$ cat config.mk
export PLATFORM = sky130hd
export DESIGN_NAME = sensor_hub_aggregator
export DESIGN_NICKNAME = d
export VERILOG_FILES = /design/src/rtl/sensor_hub_pkg.sv /design/src/rtl/sensor_hub_aggregator_sync_fifo.sv /design/src/rtl/sensor_hub_aggregator.sv
export SDC_FILE = /design/constraint.sdc
export NUM_CORES = 1
export LEC_CHECK = 0
export CAP_MARGIN = 10
export CORE_ASPECT_RATIO = 0.6
export CORE_MARGIN = 2
export CORE_UTILIZATION = 64
export CTS_CLUSTER_DIAMETER = 200
export DETAILED_ROUTE_END_ITERATION = 8
export HOLD_SLACK_MARGIN = 0.1
export PLACE_DENSITY = 0.84
export SLEW_MARGIN = 25
export SYNTH_ARGS = -nofsm -noshare
export SYNTH_HDL_FRONTEND = slang
export SYNTH_SLANG_ARGS = --single-unit
$ cat constraint.sdc
create_clock -name clk -period 4.3 [get_ports clk]
set_clock_uncertainty 0.15 [all_clocks]
set_input_delay 1.075 -clock clk [delete_from_list [all_inputs] [get_ports clk]]
set_output_delay 1.075 -clock clk [all_outputs]
set_load 0.02 [all_outputs]
$ cat src/rtl/sensor_hub_pkg.sv
// sensor_hub_pkg
// Shared constants and types for the sensor hub aggregator:
//   HDR_BYTE     - first byte of every packet
//   MAX_CH       - upper bound on the number of sensor channels
//   frm_state_t  - framer FSM states
//   arb_mode_t   - arbitration mode encoding of the arb_mode input
package sensor_hub_pkg;

    localparam int         MAX_CH   = 8;
    localparam logic [7:0] HDR_BYTE = 8'hA5;

    typedef enum logic [2:0] {
        ST_IDLE,
        ST_HDR,
        ST_ID,
        ST_TS,
        ST_DATA,
        ST_CSUM
    } frm_state_t;

    typedef enum logic {
        ARB_FIXED = 1'b0,
        ARB_RR    = 1'b1
    } arb_mode_t;

endpackage

$ cat src/rtl/sensor_hub_aggregator_sync_fifo.sv
// sync_fifo
// Single-clock FIFO with a combinational head (dout shows the oldest entry).
// A push into a full FIFO is accepted only when a pop happens in the same
// cycle, so the FIFO stays full.
// Ports:
//   clk, rst_n   clock / asynchronous active-low reset
//   push, pop    write and read requests (ignored when full / empty)
//   din          write data
//   dout         head entry, valid while empty=0
//   empty, full  occupancy flags
module sync_fifo #(
    parameter int WIDTH = 32,
    parameter int DEPTH = 4
) (
    input  logic             clk,
    input  logic             rst_n,
    input  logic             push,
    input  logic             pop,
    input  logic [WIDTH-1:0] din,
    output logic [WIDTH-1:0] dout,
    output logic             empty,
    output logic             full
);

    localparam int AW = $clog2(DEPTH);

    logic [WIDTH-1:0] mem [DEPTH];
    logic [AW-1:0]    wr_ptr;
    logic [AW-1:0]    rd_ptr;
    logic [AW:0]      count;
    logic             do_push;
    logic             do_pop;

    assign empty   = (count == '0);
    assign full    = (count == (AW+1)'(DEPTH));
    assign do_pop  = pop && !empty;
    assign do_push = push && (!full || do_pop);
    assign dout    = mem[rd_ptr];

    always_ff @(posedge clk or negedge rst_n) begin
        if (!rst_n) begin
            wr_ptr <= '0;
            rd_ptr <= '0;
            count  <= '0;
        end else begin
            if (do_push) wr_ptr <= wr_ptr + 1'b1;
            if (do_pop)  rd_ptr <= rd_ptr + 1'b1;
            case ({do_push, do_pop})
                2'b10:   count <= count + 1'b1;
                2'b01:   count <= count - 1'b1;
                default: count <= count;
            endcase
        end
    end

    // Storage needs no reset: entries are only read after being written.
    always_ff @(posedge clk) begin
        if (do_push) mem[wr_ptr] <= din;
    end

endmodule

$ cat src/rtl/sensor_hub_aggregator.sv
// sensor_hub_aggregator
// Timestamps single-cycle sensor strobes, buffers them per channel, arbitrates
// (fixed priority or round-robin) and frames each sample as
//   A5 | id | timestamp (MSB first) | data (MSB first) | xor checksum
// on a valid/ready byte stream.
// Ports:
//   clk, rst_n    clock / asynchronous active-low reset
//   enable        global freeze when low (no capture, timers/FSM/outputs held)
//   arb_mode      0 fixed priority (lowest index), 1 round-robin
//   ch_data       NUM_CH packed samples, channel i at [i*DATA_W +: DATA_W]
//   ch_valid      per-channel sample strobe (no backpressure)
//   out_byte, out_valid, out_ready   packet byte stream
//   overflow      sticky per-channel drop flag, ovf_clr clears (drop wins)
//   pkt_count     completed packets, wraps at 2^16
//   busy          framer not idle
//   pending       per-channel FIFO non-empty
module sensor_hub_aggregator
    import sensor_hub_pkg::*;
#(
    parameter int NUM_CH     = 3,
    parameter int DATA_W     = 16,
    parameter int FIFO_DEPTH = 4,
    parameter int TS_W       = 16
) (
    input  logic                     clk,
    input  logic                     rst_n,
    input  logic                     enable,
    input  logic                     arb_mode,
    input  logic [NUM_CH*DATA_W-1:0] ch_data,
    input  logic [NUM_CH-1:0]        ch_valid,
    output logic [7:0]               out_byte,
    output logic                     out_valid,
    input  logic                     out_ready,
    output logic [NUM_CH-1:0]        overflow,
    input  logic [NUM_CH-1:0]        ovf_clr,
    output logic [15:0]              pkt_count,
    output logic                     busy,
    output logic [NUM_CH-1:0]        pending
);

    localparam int CH_W   = (NUM_CH > 1) ? $clog2(NUM_CH) : 1;
    localparam int ID_W   = $clog2(MAX_CH);
    localparam int ENT_W  = TS_W + DATA_W;
    localparam int TS_B   = TS_W / 8;
    localparam int DATA_B = DATA_W / 8;
    localparam logic [2:0] TS_LAST   = 3'(TS_B - 1);
    localparam logic [2:0] DATA_LAST = 3'(DATA_B - 1);

    logic [TS_W-1:0]   ts;
    logic [NUM_CH-1:0] push;
    logic [NUM_CH-1:0] pop;
    logic [NUM_CH-1:0] drop;
    logic [NUM_CH-1:0] empty;
    logic [NUM_CH-1:0] full;
    logic [ENT_W-1:0]  fifo_dout [NUM_CH];
    logic [ENT_W-1:0]  head;

    logic [CH_W-1:0]   rr_ptr;
    logic [CH_W-1:0]   grant_id;
    logic              grant_valid;
    int                search_base;
    logic              take;

    frm_state_t        state;
    frm_state_t        state_nxt;
    logic [2:0]        byte_cnt;
    logic [2:0]        byte_cnt_nxt;
    logic              xfer;
    logic              pkt_done;

    logic [TS_W-1:0]   pkt_ts;
    logic [DATA_W-1:0] pkt_data;
    logic [ID_W-1:0]   pkt_ch;
    logic [7:0]        id_byte;
    logic [7:0]        ts_byte;
    logic [7:0]        data_byte;
    logic [7:0]        csum;

    // ---------------- capture ----------------
    // A full FIFO may still take a sample when its head leaves this cycle.
    assign push = {NUM_CH{enable}} & ch_valid & (~full | pop);
    assign drop = {NUM_CH{enable}} & ch_valid & full & ~pop;

    for (genvar g = 0; g < NUM_CH; g++) begin : g_fifo
        sync_fifo #(
            .WIDTH (ENT_W),
            .DEPTH (FIFO_DEPTH)
        ) u_fifo (
            .clk   (clk),
            .rst_n (rst_n),
            .push  (push[g]),
            .pop   (pop[g]),
            .din   ({ts, ch_data[g*DATA_W +: DATA_W]}),
            .dout  (fifo_dout[g]),
            .empty (empty[g]),
            .full  (full[g])
        );
    end

    assign pending = ~empty;

    // ---------------- arbitration ----------------
    // Round-robin searches from rr_ptr upward, then wraps to the low channels.
    // Fixed priority is the same search starting from channel 0.
    always_comb begin
        search_base = (arb_mode_t'(arb_mode) == ARB_RR) ? int'(rr_ptr) : 0;
        grant_valid = 1'b0;
        grant_id    = '0;
        for (int c = 0; c < NUM_CH; c++) begin
            if (!grant_valid && !empty[c] && (c >= search_base)) begin
                grant_valid = 1'b1;
                grant_id    = CH_W'(c);
            end
        end
        for (int c = 0; c < NUM_CH; c++) begin
            if (!grant_valid && !empty[c]) begin
                grant_valid = 1'b1;
                grant_id    = CH_W'(c);
            end
        end
    end

    assign take = enable && (state == ST_IDLE) && grant_valid;

    always_comb begin
        pop  = '0;
        head = '0;
        for (int c = 0; c < NUM_CH; c++) begin
            if (grant_id == CH_W'(c)) begin
                pop[c] = take;
                head   = fifo_dout[c];
            end
        end
    end

    // ---------------- datapath registers ----------------
    always_ff @(posedge clk or negedge rst_n) begin
        if (!rst_n) begin
            ts        <= '0;
            overflow  <= '0;
            rr_ptr    <= '0;
            pkt_ts    <= '0;
            pkt_data  <= '0;
            pkt_ch    <= '0;
            pkt_count <= '0;
        end else if (enable) begin
            ts       <= ts + 1'b1;
            overflow <= (overflow & ~ovf_clr) | drop;
            if (take) begin
                {pkt_ts, pkt_data} <= head;
                pkt_ch             <= ID_W'(grant_id);
                rr_ptr             <= (int'(grant_id) == NUM_CH - 1) ? '0 : grant_id + 1'b1;
            end
            if (pkt_done) pkt_count <= pkt_count + 1'b1;
        end
    end

    // ---------------- packet bytes ----------------
    assign id_byte = {{(8-ID_W){1'b0}}, pkt_ch};

    always_comb begin
        ts_byte   = 8'(pkt_ts   >> (8 * (TS_B   - 1 - int'(byte_cnt))));
        data_byte = 8'(pkt_data >> (8 * (DATA_B - 1 - int'(byte_cnt))));
        csum      = id_byte;
        for (int b = 0; b < TS_B; b++)   csum = csum ^ pkt_ts[8*b +: 8];
        for (int b = 0; b < DATA_B; b++) csum = csum ^ pkt_data[8*b +: 8];
    end

    // ---------------- framer FSM ----------------
    assign xfer = enable && out_ready && (state != ST_IDLE);
    assign busy = (state != ST_IDLE);

    always_ff @(posedge clk or negedge rst_n) begin
        if (!rst_n) begin
            state    <= ST_IDLE;
            byte_cnt <= '0;
        end else if (enable) begin
            state    <= state_nxt;
            byte_cnt <= byte_cnt_nxt;
        end
    end

    always_comb begin
        state_nxt    = state;
        byte_cnt_nxt = byte_cnt;
        out_valid    = 1'b1;
        out_byte     = 8'h00;
        pkt_done     = 1'b0;
        case (state)
            ST_IDLE: begin
                out_valid = 1'b0;
                if (take) state_nxt = ST_HDR;
            end
            ST_HDR: begin
                out_byte = HDR_BYTE;
                if (xfer) state_nxt = ST_ID;
            end
            ST_ID: begin
                out_byte = id_byte;
                if (xfer) begin
                    state_nxt    = ST_TS;
                    byte_cnt_nxt = '0;
                end
            end
            ST_TS: begin
                out_byte = ts_byte;
                if (xfer) begin
                    if (byte_cnt == TS_LAST) begin
                        state_nxt    = ST_DATA;
                        byte_cnt_nxt = '0;
                    end else begin
                        byte_cnt_nxt = byte_cnt + 1'b1;
                    end
                end
            end
            ST_DATA: begin
                out_byte = data_byte;
                if (xfer) begin
                    if (byte_cnt == DATA_LAST) begin
                        state_nxt    = ST_CSUM;
                        byte_cnt_nxt = '0;
                    end else begin
                        byte_cnt_nxt = byte_cnt + 1'b1;
                    end
                end
            end
            ST_CSUM: begin
                out_byte = csum;
                if (xfer) begin
                    state_nxt = ST_IDLE;
                    pkt_done  = 1'b1;
                end
            end
            default: begin
                out_valid = 1'b0;
                state_nxt = ST_IDLE;
            end
        endcase
    end

endmodule

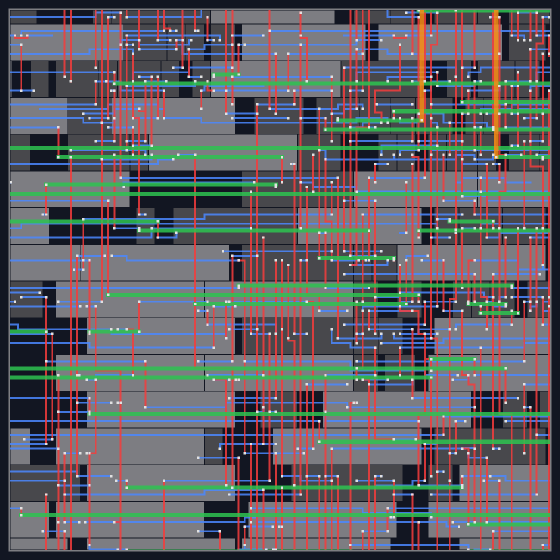
Run 1: layout detail
Window x 96 to 136, y 78 to 118 um. Cells in gray, sequential cells in the stronger gray; small squares are vias.
Orange shows metal 4. Green shows metal 3. Blue shows metal 1. Red shows metal 2.
Most frequent: edfxtp_1 (19), nand2_1 (10). Sequential cells in the window: 28. 88 logic cells have their middle in the window. Netlist names of flops here include `g_fifo.u_fifo.mem` (19), `g_fifo.u_fifo.count` (3), `pkt_ts` (2).

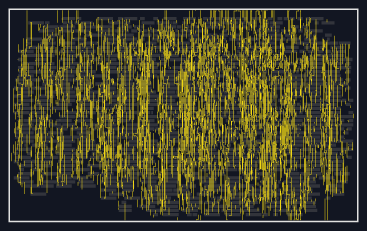
Run 1: metal 2
Scale: 1.5 px per um. Cells faint in the background.
The wires run mostly vertical. 1149 nets have wire on it. The layer carries 19000 um of wire. The longest straight run is 69.0 um.

==> reports/metrics.yaml, run 1 <==
status: "completed"
route.met3.wl_um: 4280
finalInstanceArea_um2: 22700
synth_warnings: 0
die-area_um2: 32500
setup_viol: 0
reg2reg_depth: 11
cts_setup_buffers: 0
gr-max-usage-layer: "met1"
avgSynthCellArea_um2: 17.6
worstReg2RegEnd: "g_fifo[0].u_fifo.count[2]$_DFFE_PN0P_"
timing.final.ws_setup_ps: 159
synth_cell_types: 63
place_ws_ps: 302
synth-main-ff-cell: "edfxtp_1"
yosysSeqAreaShare_pct: 70.4
nets: 1314
viasPerCell: 6.35
switchingPower_mw: 4.73
worst_pin_slew_ps: 934
cts_tree: "yes"
hp-class: "reg -> reg"
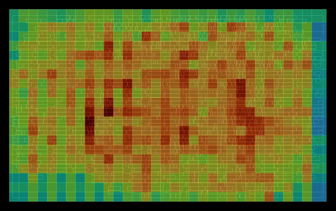
Run 1: track usage over the die
DR WL/cell: 25.5 um
Total GRT Usage: 27.5%
met3 usage: 5.01%
met2 Usage GRT: 39.4%
Core Util, Final: 74.9%

## run 1: power by group through the flow
| stage | combinational [mW] | clock, mW | sequential (mW) |
|---|---|---|---|
| floorplan | 3.03 | 0 | 6.37 |
| global placement | 4.14 | 0 | 6.70 |
| detailed placement | 4.23 | 0 | 6.76 |
| CTS | 4.28 | 3.69 | 6.67 |
| global route | 4.60 | 3.88 | 6.77 |
| finish | 4.28 | 3.63 | 6.68 |
## run 1: cell type report
type,instances,area (um2)
Sequential cell,482,14000
Fill cell,1682,7570
Multi-Input combinational cell,563,5500
Clock buffer,57,1250
Timing Repair Buffer,120,1220
Tap cell,408,510
Inverter,25,93.8
Clock inverter,18,88.8
--- run 2 (diff from run 1) ---
--- a/config.mk
+++ b/config.mk
@@ -8,11 +8,11 @@
 export CAP_MARGIN = 10
 export CORE_ASPECT_RATIO = 0.6
 export CORE_MARGIN = 2
-export CORE_UTILIZATION = 64
+export CORE_UTILIZATION = 54
 export CTS_CLUSTER_DIAMETER = 200
 export DETAILED_ROUTE_END_ITERATION = 8
 export HOLD_SLACK_MARGIN = 0.1
-export PLACE_DENSITY = 0.84
+export PLACE_DENSITY = 0.75
 export SLEW_MARGIN = 25
 export SYNTH_ARGS = -nofsm -noshare
 export SYNTH_HDL_FRONTEND = slang
==> constraint.sdc (replaced) <==
create_clock -name clk -period 3.8 [get_ports clk]
set_clock_uncertainty 0.15 [all_clocks]
set_input_delay 0.95 -clock clk [delete_from_list [all_inputs] [get_ports clk]]
set_output_delay 0.95 -clock clk [all_outputs]
set_load 0.02 [all_outputs]
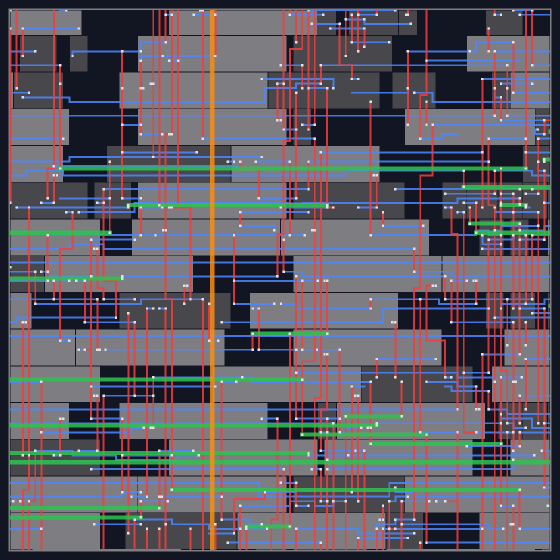
Run 2: layout detail
Window x 106 to 146, y 87 to 127 um. Cells in gray, sequential cells in the stronger gray; small squares are vias.
Orange shows metal 4. Green shows metal 3. Blue shows metal 1. Red shows metal 2.
Most frequent: edfxtp_1 (26), mux4_2 (8), a21oi_1 (6). 64 logic cells have their middle in the window. Netlist names of flops here include `g_fifo.u_fifo.mem` (26), `g_fifo.u_fifo.rd_ptr` (2). Sequential cells in the window: 29.

==> reports/metrics.yaml, run 2 <==
status: "completed"
wl_per_cell_um: 24.2  # -5.1%
n_tap_cell: 476  # +17%
switchingPower_mw: 5.42  # +15%
track_usage_pct: 22.9  # -4.6 points
hp-class: "reg -> reg"
p_seq_mw: 7.46  # +12%
inverters: 25  # unchanged
synth_cell_types: 63  # unchanged
setup_viol: 0  # unchanged
largest_class: "flip-flops and latches"
nonClkBufAreaFrac_pct: 6.36  # +0.98 points
n_fill_cell: 2491  # +48%
globalRouteMet2Util_pct: 32.7  # -6.7 points
seq_area_um2: 14000  # about the same
worstReg2RegEnd: "g_fifo[1].u_fifo.count[2]$_DFFE_PN0P_"
cts_setup_buffers: 0  # unchanged
nClkBuffers: 59  # +3.5%
final-clk-cell-share_pct: 6.11  # +0.22 points
yosysSeqAreaShare_pct: 70.4  # unchanged
==> run 2: critical path, cell delays in order (launching register included) <==
cell and delay, ps:
dfrtp_2 510, nor3b_4 270, buf_6 200, buf_12 120, mux2i_1 190, o22ai_1 90
nand2_1 80, o21ai_0 180, dlygate4sd2_1 390
==> run 2: through the flow <==
stage               setup WS, ps  std cells
finish                       112       1765
global route                15.3       1763
CTS                         22.6       1760
detailed placement          64.2       1680
global placement             181       1680
floorplan                    540       1127
==> run 2: kinds of logic (layout without fill, tap and decap cells) <==
group | after synthesis | in the layout
multiplexers | 128 | 128
adder cells (fa/ha/maj) | 21 | 21
XOR/XNOR | 75 | 75
AND-OR/OR-AND | 150 | 150
other | 0 | 2
flip-flops | 482 | 482
buffers and inverters | 82 | 242
AND/OR/NAND/NOR | 189 | 189
Power is estimated from default activity; no workload was simulated.
